===== src/rtl/bundle_fetch_unit.sv =====
// Bundle fetch unit: single-outstanding fetch FSM feeding a DEPTH-entry prefetch
// FIFO, with one-cycle issue pulses gated by the functional-unit busy flags.

module bundle_fetch_slot (
  input  logic        clk,
  input  logic        rst,
  input  logic        load,
  input  logic [31:0] d,
  output logic [31:0] q
);
  always_ff @(posedge clk or posedge rst)
    if (rst)       q <= '0;
    else if (load) q <= d;
endmodule

module bundle_fetch_unit #(
  parameter  int          NFU             = 2,
  parameter  int          DEPTH           = 4,
  parameter  logic [63:0] RESETPC         = 64'h0,
  localparam int          INSTRUCTIONSIZE = NFU * 32,
  localparam int          CW              = $clog2(DEPTH + 1)
) (
  input  logic                       clk,
  input  logic                       rst,
  output logic [63:0]                fetchAddress,
  output logic                       doFetch,
  input  logic                       doneFetch,
  input  logic [INSTRUCTIONSIZE-1:0] fetchData,
  input  logic                       redirect,
  input  logic [63:0]                redirectAddress,
  input  logic [NFU-1:0]             fuWorking,
  output logic [INSTRUCTIONSIZE-1:0] instruction,
  output logic [63:0]                bundleAddr,
  output logic                       instructionReady,
  output logic [CW-1:0]              bufferCount
);

  localparam int          PW     = $clog2(DEPTH);
  localparam logic [63:0] STRIDE = 64'(NFU * 4);
  localparam logic [CW-1:0] FULL = CW'(DEPTH);

  typedef enum logic [1:0] {IDLE, REQUEST, DISCARD} state_t;

  typedef struct packed {
    logic [INSTRUCTIONSIZE-1:0] data;
    logic [63:0]                addr;
  } entry_t;

  state_t        state, state_nxt;
  logic [63:0]   next_pc, next_pc_nxt;
  logic          launch, push, pop;
  logic [PW-1:0] wr_ptr, rd_ptr;
  entry_t        mem [DEPTH];
  entry_t        head;

  assign doFetch = (state != IDLE);
  assign head    = mem[rd_ptr];
  // Redirect outranks issue so a flushed head can never leak out.
  assign pop     = (bufferCount != '0) && (fuWorking == '0) && !instructionReady && !redirect;

  always_comb begin
    state_nxt   = state;
    next_pc_nxt = next_pc;
    launch      = 1'b0;
    push        = 1'b0;
    case (state)
      IDLE:
        if (!redirect && bufferCount < FULL) begin
          state_nxt = REQUEST;
          launch    = 1'b1;
        end
      REQUEST:
        if (doneFetch) begin
          state_nxt = IDLE;
          if (!redirect) begin
            push        = 1'b1;
            next_pc_nxt = next_pc + STRIDE;
          end
        end else if (redirect) begin
          state_nxt = DISCARD;
        end
      // The stale response still has to drain before a new request goes out.
      DISCARD:
        if (doneFetch) state_nxt = IDLE;
      default: state_nxt = IDLE;
    endcase
    if (redirect) next_pc_nxt = redirectAddress;
  end

  always_ff @(posedge clk or posedge rst)
    if (rst) begin
      state        <= IDLE;
      next_pc      <= RESETPC;
      fetchAddress <= RESETPC;
    end else begin
      state   <= state_nxt;
      next_pc <= next_pc_nxt;
      if (launch) fetchAddress <= next_pc;
    end

  always_ff @(posedge clk)
    if (push) mem[wr_ptr] <= '{data: fetchData, addr: fetchAddress};

  always_ff @(posedge clk or posedge rst)
    if (rst) begin
      wr_ptr      <= '0;
      rd_ptr      <= '0;
      bufferCount <= '0;
    end else if (redirect) begin
      wr_ptr      <= '0;
      rd_ptr      <= '0;
      bufferCount <= '0;
    end else begin
      if (push) wr_ptr <= wr_ptr + 1'b1;
      if (pop)  rd_ptr <= rd_ptr + 1'b1;
      bufferCount <= bufferCount + CW'(push) - CW'(pop);
    end

  always_ff @(posedge clk or posedge rst)
    if (rst) begin
      instructionReady <= 1'b0;
      bundleAddr       <= '0;
    end else begin
      instructionReady <= pop;
      if (pop) bundleAddr <= head.addr;
    end

  for (genvar k = 0; k < NFU; k++) begin : g_slot
    bundle_fetch_slot u_slot (
      .clk  (clk),
      .rst  (rst),
      .load (pop),
      .d    (head.data[32*k +: 32]),
      .q    (instruction[32*k +: 32])
    );
  end

endmodule

===== config.mk =====
export PLATFORM = sky130hd
export DESIGN_NAME = bundle_fetch_unit
export DESIGN_NICKNAME = d
export VERILOG_FILES = /design/src/rtl/bundle_fetch_unit.sv
export SDC_FILE = /design/constraint.sdc
export NUM_CORES = 1
export LEC_CHECK = 0
export ABC_AREA = 1
export CORE_MARGIN = 5
export CORE_UTILIZATION = 50
export CTS_BUF_LIST = sky130_fd_sc_hd__clkbuf_8
export CTS_CLUSTER_SIZE = 20
export DETAILED_ROUTE_END_ITERATION = 10
export HOLD_SLACK_MARGIN = 0.02
export PLACE_DENSITY = 0.72
export RECOVER_POWER = 50
export SYNTH_ARGS = -nofsm -noshare
export SYNTH_HDL_FRONTEND = slang
export SYNTH_HIERARCHICAL = 1
export SYNTH_SLANG_ARGS = --single-unit

===== constraint.sdc =====
create_clock -name clk -period 20.2 [get_ports clk]
set_input_delay 3.03 -clock clk [delete_from_list [all_inputs] [get_ports clk]]
set_output_delay 3.03 -clock clk [all_outputs]
set_load 0.05 [all_outputs]

Fig. 1: placement view
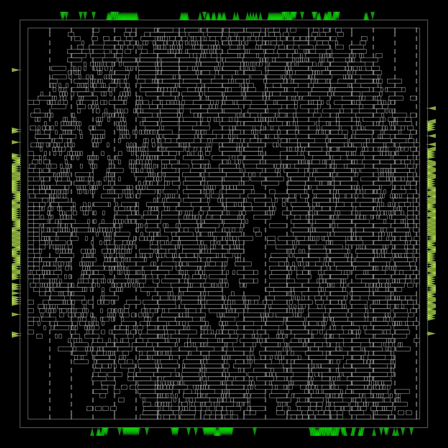
count of sequential standard cells: 778
number of tap cells inserted: 846
sequential fraction of total cell area: 58.4%
row count: 92

Fig. 2: close-up of the layout
Window x 110 to 150, y 58 to 98 µm. Cells in gray, sequential cells in the stronger gray; small squares are vias.
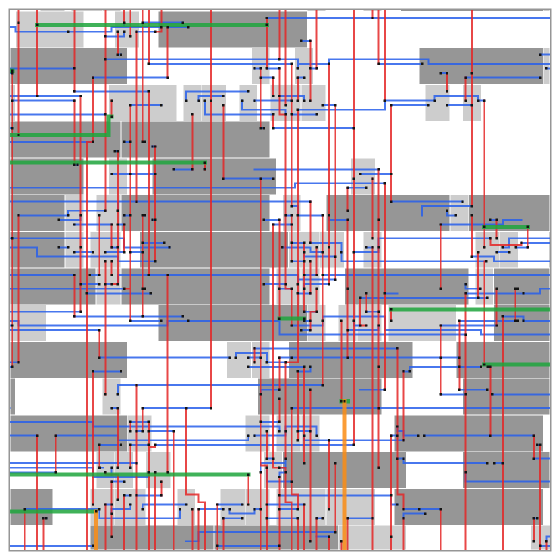
layer	color
met3	green
met1	blue
met2	red
met4	orange
cells with their middle in the window	80
sequential cells in the window	26
most frequent	o21ai_0 (18), edfxtp_1 (16), nand2_1 (12)
netlist names of flops here include	`mem` (16), `fetchAddress` (6), `bundleAddr` (2)

==> summary.txt <==
Implementation progress

The run finished, with violations left. The final reports fail on max-capacitance violations, max-slew violations. The detailed-router iteration count before antenna repair stands at 6. The residual DRC count stands at 0. In the post-synthesis netlist, the biggest area contributors are sky130_fd_sc_hd__edfxtp_1 49%, sky130_fd_sc_hd__dfrtp_1 21%, sky130_fd_sc_hd__nand2_1 7.2%. For this sky-water flow run, the detailed-routed wirelength per cell is reported as between 20 and 25 µm. The cell type that accounts for the most area after synthesis is sky130_fd_sc_hd__edfxtp_1.

For this run, the post-layout net count is 3290. The commonest register cell is sky130_fd_sc_hd__edfxtp_1. The clock skew after layout stands at between 0.015 and 0.02 ns. The number of CTS-inserted buffers stands at ~120. The launch point of the worst min-delay path is recorded as g_slot[0].u_slot/q[21].

At floorplan, the net count of the design was reported as approximately 3000. The data arrival at the endpoint of the critical path stands at ~9.9 ns. For the combinational group, total power comes out at 0.00142 W.

The registers of the reported paths see a clock transition of around 0.060 ns. The number of placed instances, taps included, is 3871. The tightest min-delay check is of the flop to flop type. The buffer and inverter count on the worst path stands at 3. The reported max-cap violation count stands at 11. The analysis attributes to cell leakage a power of 14.8 nW. The maximum clock path buffer count stands at 3. The maximum clock rate stands at between 100 and 150 MHz. The cell count after synthesis stands at between 2000 and 3000. The count of pins over their slew limit stands at roughly 590. The number of sinks driven by the clock tree stands at 778. For this run, the register share of the synthesized area comes to a little over two thirds. The critical path in this run is classified as input port to flop.

Grouping stages by cell kind, the critical path spends the most delay in buffers and inverters. Among the stages of the critical path, the cell type that occurs most often is sky130_fd_sc_hd__clkbuf_1. In this run the VDD rail shows a maximum IR drop of between 0.1 and 0.15 mV. Counting distinct cell types in the post-synthesis netlist gives between 40 and 50. In this run the mean area of a mapped cell was ~11 µm². The average via count per standard cell stands at around 5.5.
Fig. 3: routed metal, one color a layer
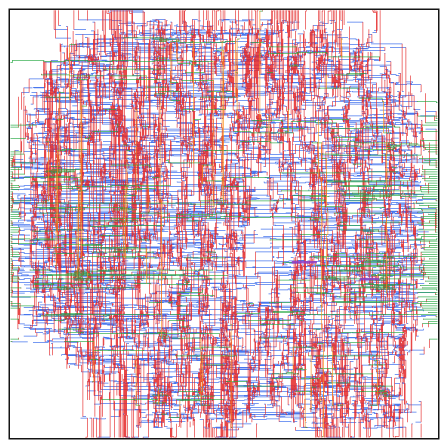
layer	color	wire length
met2	red	40.6 mm
met4	orange	2200 µm
met3	green	6940 µm
met1	blue	36.3 mm
met5	purple	23.9 µm

Fig. 4: signal wires on met3
The bar under the picture is 100 µm long.
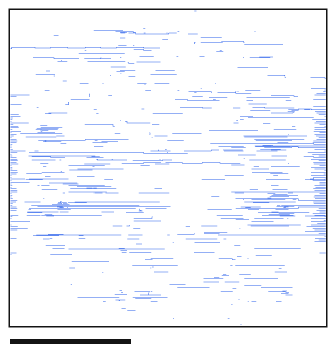
main direction	horizontal
wire length on this layer	6940 µm
nets with wire on the layer	345
longest straight run	110 µm
share of all routed wire	8.1%

[through the flow]
stage	total power, W	hold WS, ns
after global placement	0.00369	0.455
final	0.00497	0.469
after detailed placement	0.00372	0.457
after CTS	0.00502	0.473
after global routing	0.00518	0.489
after floorplan	0.00311	0.488
[layout make-up]
| type | count | area (µm²) |
|---|---|---|
| diodes | 8 | 20.0 |
| clock buffers | 142 | 1950 |
| clock inverters | 88 | 500 |
| fillers | 5057 | 25000 |
| inverters | 123 | 485 |
| multi-input cells | 1769 | 8220 |
| flip-flops and latches | 778 | 22000 |
| well taps | 846 | 1060 |
| repair buffers | 355 | 3450 |
[layer usage]
layer,track usage (%),routed length [µm],vias up
li1,-,-,10400
met1,35.5,36300,11000
met2,39.4,40600,886
met3,4.63,6940,134
met4,7.38,2200,4
met5,0,23,-
Power and IR drop assume default switching activity.
